Fig. 1: drive-strength map
The bar under the picture is 20 um long.
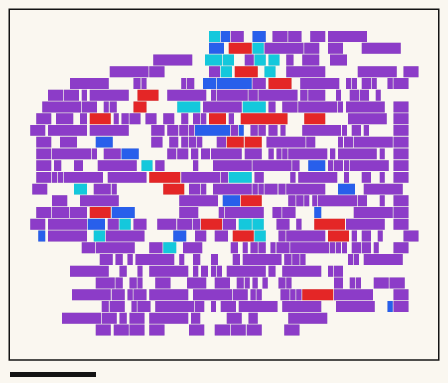
Fig. 2: layout detail
Window x 59 to 89, y 5 to 35 um. Cells in grey, sequential cells in the stronger grey; small squares are vias.
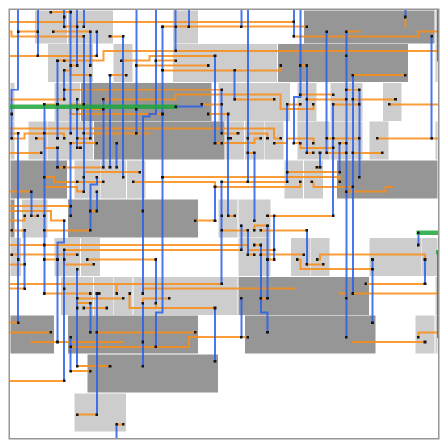
Fig. 3: where the registers sit
The bar under the picture is 20 um long. Other sequential cells in the stronger grey, the rest of the logic in the fainter grey.
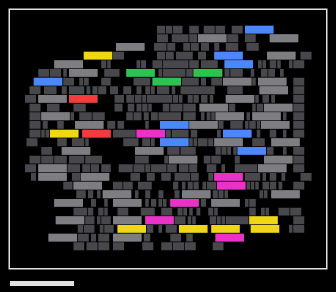
Fig. 4: clock wiring as the flow saved it
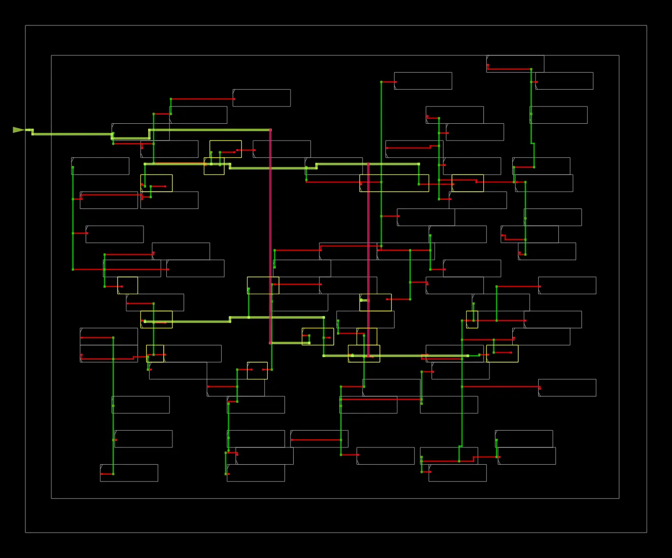
Fig. 5: clock distribution
The bar under the picture is 20 um long.
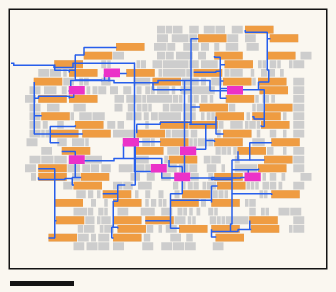
<file path="src/rtl/pattern_pkg.sv">
// Shared definitions for the video test-pattern generator: mode encodings,
// colour-bar lookup and channel MSB alignment.
package pattern_pkg;

    typedef enum logic [1:0] {
        MODE_XY    = 2'd0,
        MODE_BARS  = 2'd1,
        MODE_CHECK = 2'd2,
        MODE_SOLID = 2'd3
    } mode_t;

    localparam int MAX_C_W = 12;

    // {R,G,B} on/off flags for bars left to right: white, yellow, cyan, green,
    // magenta, red, blue, black.
    function automatic logic [2:0] bar_rgb(input logic [2:0] idx);
        logic [2:0] flags;
        flags = 3'b000;
        case (idx)
            3'd0: flags = 3'b111;
            3'd1: flags = 3'b110;
            3'd2: flags = 3'b011;
            3'd3: flags = 3'b010;
            3'd4: flags = 3'b101;
            3'd5: flags = 3'b100;
            3'd6: flags = 3'b001;
            default: flags = 3'b000;
        endcase
        return flags;
    endfunction

    // Left-justifies an 8-bit value in the widest channel; callers shift down to C_W.
    function automatic logic [MAX_C_W-1:0] msb_align(input logic [7:0] v);
        return {v, {(MAX_C_W-8){1'b0}}};
    endfunction

endpackage

</file>
<file path="src/rtl/pattern_gen_if.sv">
// Raster-in / RGB-out bundle between the timing generator, the pattern
// generator and the TMDS encoders.
interface pattern_gen_if #(
    parameter int X_W  = 11,
    parameter int Y_W  = 10,
    parameter int C_W  = 8,
    parameter int FC_W = 8
);
    logic            pix_en;
    logic [X_W-1:0]  counterX;
    logic [Y_W-1:0]  counterY;
    logic            de_in;
    logic            hsync_in;
    logic            vsync_in;
    logic [1:0]      mode_sel;
    logic [C_W-1:0]  red;
    logic [C_W-1:0]  green;
    logic [C_W-1:0]  blue;
    logic            de_out;
    logic            hsync_out;
    logic            vsync_out;
    logic [FC_W-1:0] frame_cnt;

    modport master (
        output pix_en, counterX, counterY, de_in, hsync_in, vsync_in, mode_sel,
        input  red, green, blue, de_out, hsync_out, vsync_out, frame_cnt
    );

    modport slave (
        input  pix_en, counterX, counterY, de_in, hsync_in, vsync_in, mode_sel,
        output red, green, blue, de_out, hsync_out, vsync_out, frame_cnt
    );
endinterface

</file>
<file path="src/rtl/pg_bar_index.sv">
// Maps a horizontal position to one of eight colour-bar indices, registered as
// part of the first pipeline stage.
module pg_bar_index #(
    parameter int X_W      = 11,
    parameter int H_ACTIVE = 1280
) (
    input  logic           clk,
    input  logic           rst,
    input  logic           en,
    input  logic [X_W-1:0] x,
    output logic [2:0]     idx
);

    logic [6:0] ge;

    // Thermometer code against fixed boundaries; past the last one is black.
    for (genvar k = 1; k < 8; k++) begin : g_cmp
        localparam int BOUND = (k * H_ACTIVE) / 8;
        assign ge[k-1] = (x >= X_W'(BOUND));
    end

    always_ff @(posedge clk or posedge rst) begin
        if (rst) begin
            idx <= 3'd0;
        end else if (en) begin
            idx <= 3'($countones(ge));
        end
    end

endmodule

</file>
<file path="src/rtl/pattern_gen.sv">
// Two-stage registered video test-pattern generator with frame-aligned mode
// switching and delay-matched timing strobes.
module pattern_gen
    import pattern_pkg::*;
#(
    parameter int          X_W       = 11,
    parameter int          Y_W       = 10,
    parameter int          C_W       = 8,
    parameter int          H_ACTIVE  = 1280,
    parameter int          SQ_LOG2   = 5,
    parameter int          FC_W      = 8,
    parameter logic [23:0] SOLID_RGB = 24'h808080
) (
    input  logic         clk,
    input  logic         rst,
    pattern_gen_if.slave bus
);

    localparam int SHIFT = MAX_C_W - C_W;
    localparam logic [C_W-1:0] SOLID_R = C_W'(msb_align(SOLID_RGB[23:16]) >> SHIFT);
    localparam logic [C_W-1:0] SOLID_G = C_W'(msb_align(SOLID_RGB[15:8]) >> SHIFT);
    localparam logic [C_W-1:0] SOLID_B = C_W'(msb_align(SOLID_RGB[7:0]) >> SHIFT);

    logic [X_W-1:0]  x;
    logic [Y_W-1:0]  y;
    logic [X_W-1:0]  x_sum;
    logic            vsync_d;
    logic            armed;
    logic            frame_start;
    logic [FC_W-1:0] frame_q;
    mode_t           mode_q;

    logic            de_s1, hs_s1, vs_s1, chk_s1;
    logic [7:0]      xy_r_s1, xy_g_s1, xy_b_s1;
    logic [2:0]      bar_s1;

    logic [C_W-1:0]  r_nxt, g_nxt, b_nxt;
    logic [C_W-1:0]  r_q, g_q, b_q;
    logic            de_q, hs_q, vs_q;
    logic [2:0]      bar_flags;
    logic            unused_y;

    assign x        = bus.counterX;
    assign y        = bus.counterY;
    assign unused_y = ^y;
    assign x_sum    = x + X_W'(frame_q);

    // armed stays low until vsync has been seen low, so a vsync held high
    // through reset release is not mistaken for a new frame.
    assign frame_start = bus.pix_en & bus.vsync_in & ~vsync_d & armed;

    always_ff @(posedge clk or posedge rst) begin
        if (rst) begin
            vsync_d <= 1'b0;
            armed   <= 1'b0;
            frame_q <= '0;
            mode_q  <= MODE_XY;
        end else if (bus.pix_en) begin
            vsync_d <= bus.vsync_in;
            if (!bus.vsync_in) begin
                armed <= 1'b1;
            end
            if (frame_start) begin
                frame_q <= frame_q + FC_W'(1);
                mode_q  <= mode_t'(bus.mode_sel);
            end
        end
    end

    always_ff @(posedge clk or posedge rst) begin
        if (rst) begin
            de_s1   <= 1'b0;
            hs_s1   <= 1'b0;
            vs_s1   <= 1'b0;
            chk_s1  <= 1'b0;
            xy_r_s1 <= 8'd0;
            xy_g_s1 <= 8'd0;
            xy_b_s1 <= 8'd0;
        end else if (bus.pix_en) begin
            de_s1   <= bus.de_in;
            hs_s1   <= bus.hsync_in;
            vs_s1   <= bus.vsync_in;
            chk_s1  <= x_sum[SQ_LOG2] ^ y[SQ_LOG2];
            xy_r_s1 <= {x[5:0] & {6{y[4:3] == ~x[4:3]}}, 2'b00};
            xy_g_s1 <= x[7:0] & {8{y[6]}};
            xy_b_s1 <= y[7:0];
        end
    end

    pg_bar_index #(
        .X_W      (X_W),
        .H_ACTIVE (H_ACTIVE)
    ) u_bar_index (
        .clk (clk),
        .rst (rst),
        .en  (bus.pix_en),
        .x   (x),
        .idx (bar_s1)
    );

    assign bar_flags = bar_rgb(bar_s1);

    // The mode applied here is the latched mode, so a pattern change takes
    // effect together with the frame counter step.
    always_comb begin
        r_nxt = '0;
        g_nxt = '0;
        b_nxt = '0;
        case (mode_q)
            MODE_XY: begin
                r_nxt = C_W'(msb_align(xy_r_s1) >> SHIFT);
                g_nxt = C_W'(msb_align(xy_g_s1) >> SHIFT);
                b_nxt = C_W'(msb_align(xy_b_s1) >> SHIFT);
            end
            MODE_BARS: begin
                r_nxt = {C_W{bar_flags[2]}};
                g_nxt = {C_W{bar_flags[1]}};
                b_nxt = {C_W{bar_flags[0]}};
            end
            MODE_CHECK: begin
                r_nxt = {C_W{chk_s1}};
                g_nxt = {C_W{chk_s1}};
                b_nxt = {C_W{chk_s1}};
            end
            MODE_SOLID: begin
                r_nxt = SOLID_R;
                g_nxt = SOLID_G;
                b_nxt = SOLID_B;
            end
            default: begin
                r_nxt = '0;
                g_nxt = '0;
                b_nxt = '0;
            end
        endcase
        if (!de_s1) begin
            r_nxt = '0;
            g_nxt = '0;
            b_nxt = '0;
        end
    end

    always_ff @(posedge clk or posedge rst) begin
        if (rst) begin
            r_q  <= '0;
            g_q  <= '0;
            b_q  <= '0;
            de_q <= 1'b0;
            hs_q <= 1'b0;
            vs_q <= 1'b0;
        end else if (bus.pix_en) begin
            r_q  <= r_nxt;
            g_q  <= g_nxt;
            b_q  <= b_nxt;
            de_q <= de_s1;
            hs_q <= hs_s1;
            vs_q <= vs_s1;
        end
    end

    assign bus.red       = r_q;
    assign bus.green     = g_q;
    assign bus.blue      = b_q;
    assign bus.de_out    = de_q;
    assign bus.hsync_out = hs_q;
    assign bus.vsync_out = vs_q;
    assign bus.frame_cnt = frame_q;

endmodule
</file>
<file path="src/flat_wrapper.sv">
// flat-port wrapper written by rule: the top's interface ports become plain ports
module pattern_gen_flat import pattern_pkg::*;
#(
    parameter int          X_W       = 11,
    parameter int          Y_W       = 10,
    parameter int          C_W       = 8,
    parameter int          H_ACTIVE  = 1280,
    parameter int          SQ_LOG2   = 5,
    parameter int          FC_W      = 8,
    parameter logic [23:0] SOLID_RGB = 24'h808080
)
  (clk, rst, bus_pix_en, bus_counterX, bus_counterY, bus_de_in, bus_hsync_in, bus_vsync_in, bus_mode_sel, bus_red, bus_green, bus_blue, bus_de_out, bus_hsync_out, bus_vsync_out, bus_frame_cnt);
  pattern_gen_if #(.X_W(X_W), .Y_W(Y_W), .C_W(C_W), .FC_W(FC_W)) bus_i ();
  input  logic clk;
  input  logic rst;
  input wire logic [$bits(bus_i.pix_en)-1:0] bus_pix_en;
  input wire logic [$bits(bus_i.counterX)-1:0] bus_counterX;
  input wire logic [$bits(bus_i.counterY)-1:0] bus_counterY;
  input wire logic [$bits(bus_i.de_in)-1:0] bus_de_in;
  input wire logic [$bits(bus_i.hsync_in)-1:0] bus_hsync_in;
  input wire logic [$bits(bus_i.vsync_in)-1:0] bus_vsync_in;
  input wire logic [$bits(bus_i.mode_sel)-1:0] bus_mode_sel;
  output wire logic [$bits(bus_i.red)-1:0] bus_red;
  output wire logic [$bits(bus_i.green)-1:0] bus_green;
  output wire logic [$bits(bus_i.blue)-1:0] bus_blue;
  output wire logic [$bits(bus_i.de_out)-1:0] bus_de_out;
  output wire logic [$bits(bus_i.hsync_out)-1:0] bus_hsync_out;
  output wire logic [$bits(bus_i.vsync_out)-1:0] bus_vsync_out;
  output wire logic [$bits(bus_i.frame_cnt)-1:0] bus_frame_cnt;
  assign bus_i.pix_en = bus_pix_en;
  assign bus_i.counterX = bus_counterX;
  assign bus_i.counterY = bus_counterY;
  assign bus_i.de_in = bus_de_in;
  assign bus_i.hsync_in = bus_hsync_in;
  assign bus_i.vsync_in = bus_vsync_in;
  assign bus_i.mode_sel = bus_mode_sel;
  assign bus_red = bus_i.red;
  assign bus_green = bus_i.green;
  assign bus_blue = bus_i.blue;
  assign bus_de_out = bus_i.de_out;
  assign bus_hsync_out = bus_i.hsync_out;
  assign bus_vsync_out = bus_i.vsync_out;
  assign bus_frame_cnt = bus_i.frame_cnt;
  pattern_gen #(.X_W(X_W), .Y_W(Y_W), .C_W(C_W), .H_ACTIVE(H_ACTIVE), .SQ_LOG2(SQ_LOG2), .FC_W(FC_W), .SOLID_RGB(SOLID_RGB)) u_core (.clk(clk), .rst(rst), .bus(bus_i));
endmodule
</file>
<file path="config.mk">
export PLATFORM = sky130hd
export DESIGN_NAME = pattern_gen_flat
export DESIGN_NICKNAME = d
export VERILOG_FILES = /design/src/rtl/pattern_pkg.sv /design/src/rtl/pattern_gen_if.sv /design/src/rtl/pg_bar_index.sv /design/src/rtl/pattern_gen.sv /design/src/flat_wrapper.sv
export SDC_FILE = /design/constraint.sdc
export NUM_CORES = 1
export LEC_CHECK = 0
export CAP_MARGIN = 30
export CORE_ASPECT_RATIO = 0.8
export CORE_MARGIN = 4
export CORE_UTILIZATION = 46
export DETAILED_ROUTE_END_ITERATION = 12
export PLACE_DENSITY = 0.81
export SLEW_MARGIN = 20
export SYNTH_ARGS = -nofsm -noshare
export SYNTH_HDL_FRONTEND = slang
export SYNTH_SLANG_ARGS = --single-unit
</file>
<file path="constraint.sdc">
create_clock -name clk -period 2.4 [get_ports clk]
set_clock_uncertainty 0.2 [all_clocks]
set_input_delay 0.48 -clock clk [delete_from_list [all_inputs] [get_ports clk]]
set_output_delay 0.48 -clock clk [all_outputs]
set_load 0.02 [all_outputs]
</file>
==> out/results.tsv <==
stage	metric	value	unit
critical_path	Critical Path AT	2.98	ns
synth	top_reg_cell synth	dfrtp_1	
final_timing	Slew @ Worst Pin	0.705	ns
clock_tree	CTS clock-pin slew for the worst setup and hold paths	0.08	ns
critical_path	critical path required time	2.44	ns
cells_and_area	area growth from synthesis to layout	33.7	%
run_status	failing checks	setup timing	
critical_path	CP Launch Type	input port	
job	Max Cap Viol	0	
clock_tree	post-cts resize count	40	
routing	DRC viols	0	
final_timing	Setup-failing EPs final	3	
floorplanning	Rows	26	
final_timing	RSZ-0062 raised after global routing	true	
pwr	sequential share of power	42.3	%
synth	Cell Type Count	43	
critical_path	R2R depth	5	
pwr	comb pwr	1120	uW
global_routing	vias in the first global route	2437	
critical_path	r2r startpoint	u_core.bus.frame_cnt[2]$_DFFE_PP0P_	
run_status	run status	complete, but fails checks	
pwr	VDD IR max	0.411	mV
synth	yosys adder share	4.66	%
routing	antenna viol nets, final	0	
placed_design	dpl cell area	0.00385	mm^2
clock_tree	post-CTS setup buffer count	1	
floorplanning	Die Y	80.9	um
pwr	Sequential Power	1510	uW
critical_path	critical path peak fanout	2	
critical_path	critical path type	input port to flop	
placed_design	post-detail-place hpwl	5050	um
final_timing	Rel. slew slack	53.0	%
synth	share of flip-flops with an asynchronous set or reset	100	%
critical_path	R2R Setup Slk	0.51	ns
pwr	Clock Power Share	26.4	%
synth	yosys warns	0	
final_timing	Setup TNS Final	-1.17	ns
floorplanning	core area	0.00641	mm^2
pwr	Comb pwr share	31.4	%
final_timing	Peak Freq	340	MHz
final_timing	Final min period	2.94	ns
placed_design	Placer Congestion	0.821	
synth	Post-Syn Instances	293	
clock_tree	Clk Tree Root Cell	clkbuf_8	
final_timing	PnR worst setup slack	-0.540	ns
pwr	highest-power group	registers	
-- Fig. 1 (at the start) --
- red: _6 and larger (cells 20)
- purple: _0 and _1 cells (cells 313)
- cyan: _3 and _4 cells (cells 19)
- blue: _2 cells (cells 18)

-- Fig. 2 (at the start) --
- green: metal 3
- blue: metal 2
- orange: metal 1
- sequential cells in the window: 10
- most frequent: inv_1 (11), dfrtp_1 (10)
- cells with their middle in the window: 50
- netlist names of flops here include: u_core.bus.green (3), u_core.bus.red (3), u_core.xy_r_s1 (3)

-- Fig. 3 (at the start) --
- green: u_core.u_bar_index.idx (sequential cells 3)
- blue: u_core.xy_b_s1 (sequential cells 8)
- red: u_core.mode_q (sequential cells 2)
- magenta: u_core.xy_r_s1 (sequential cells 6)
- yellow: u_core.bus.red (sequential cells 7)

-- Fig. 4 (at the start) --
Worst-Skew Late Latency: 0.35 ns
CTS buffer count: 9
clk sink count: 66
P_clk: 942 uW

-- Fig. 5 (at the start) --
- orange: flip-flops (count 66)
- blue: clock wires (length 820 um)
- magenta: clock drivers (count 9)
- routed clock nets: 10
- flops lie: all over the die

## layer usage
| metal | vias up | track usage, % | share of wire, % |
|---|---|---|---|
| met1 | 1167 | 23.0 | 45 |
| met2 | 64 | 29.2 | 46 |
| met4 | 0 | 8.87 | 3.7 |
| met5 | - | 0 | 0 |
| li1 | 1124 | - | - |
| met3 | 24 | 6.87 | 5.3 |
## flip-flops by register name, summed over array words and instances, names as in the netlist
register,cells
u_core.bus.blue,8
u_core.de_s1,1
u_core.chk_s1,1
u_core.bus.red,7
u_core.armed,1
u_core.vs_s1,1
u_core.xy_r_s1,6
u_core.bus.vsync_out,1
u_core.bus.frame_cnt,8
u_core.xy_b_s1,8
u_core.xy_g_s1,8
u_core.bus.de_out,1
u_core.mode_q,2
u_core.bus.green,8
u_core.hs_s1,1
u_core.u_bar_index.idx,3
u_core.bus.hsync_out,1
## cell type report
class | count | area [um^2]
fillers | 530 | 2320
repair buffers | 75 | 767
clock inverters | 7 | 77.6
multi-input cells | 169 | 1200
inverters | 44 | 165
flip-flops and latches | 66 | 1650
well taps | 84 | 105
clock buffers | 9 | 124
## synthesized netlist by cell type (2+ instances only)
master	n	area [um^2]
clkbuf_1	6	22.5
nand4b_1	2	17.5
inv_1	44	165
dfrtp_1	66	1650
nor2b_1	2	12.5
xor2_1	8	70.1
buf_2	4	20.0
ha_1	5	62.6
o21ai_0	16	80.1
nand4_1	2	12.5
nand2_1	8	30.0
a21oi_1	5	25.0
o211ai_1	3	22.5
mux2_2	6	67.6
fa_1	4	80.1
nand3_1	13	65.1
xnor2_1	3	26.3
o21a_1	3	22.5
nor3_1	2	10.0
o22ai_1	20	125
and2_1	2	12.5
nor2_1	28	105
mux2_1	13	146
nand2b_1	2	12.5
o21ai_1	8	40.0
Power is estimated from default activity; no workload was simulated.
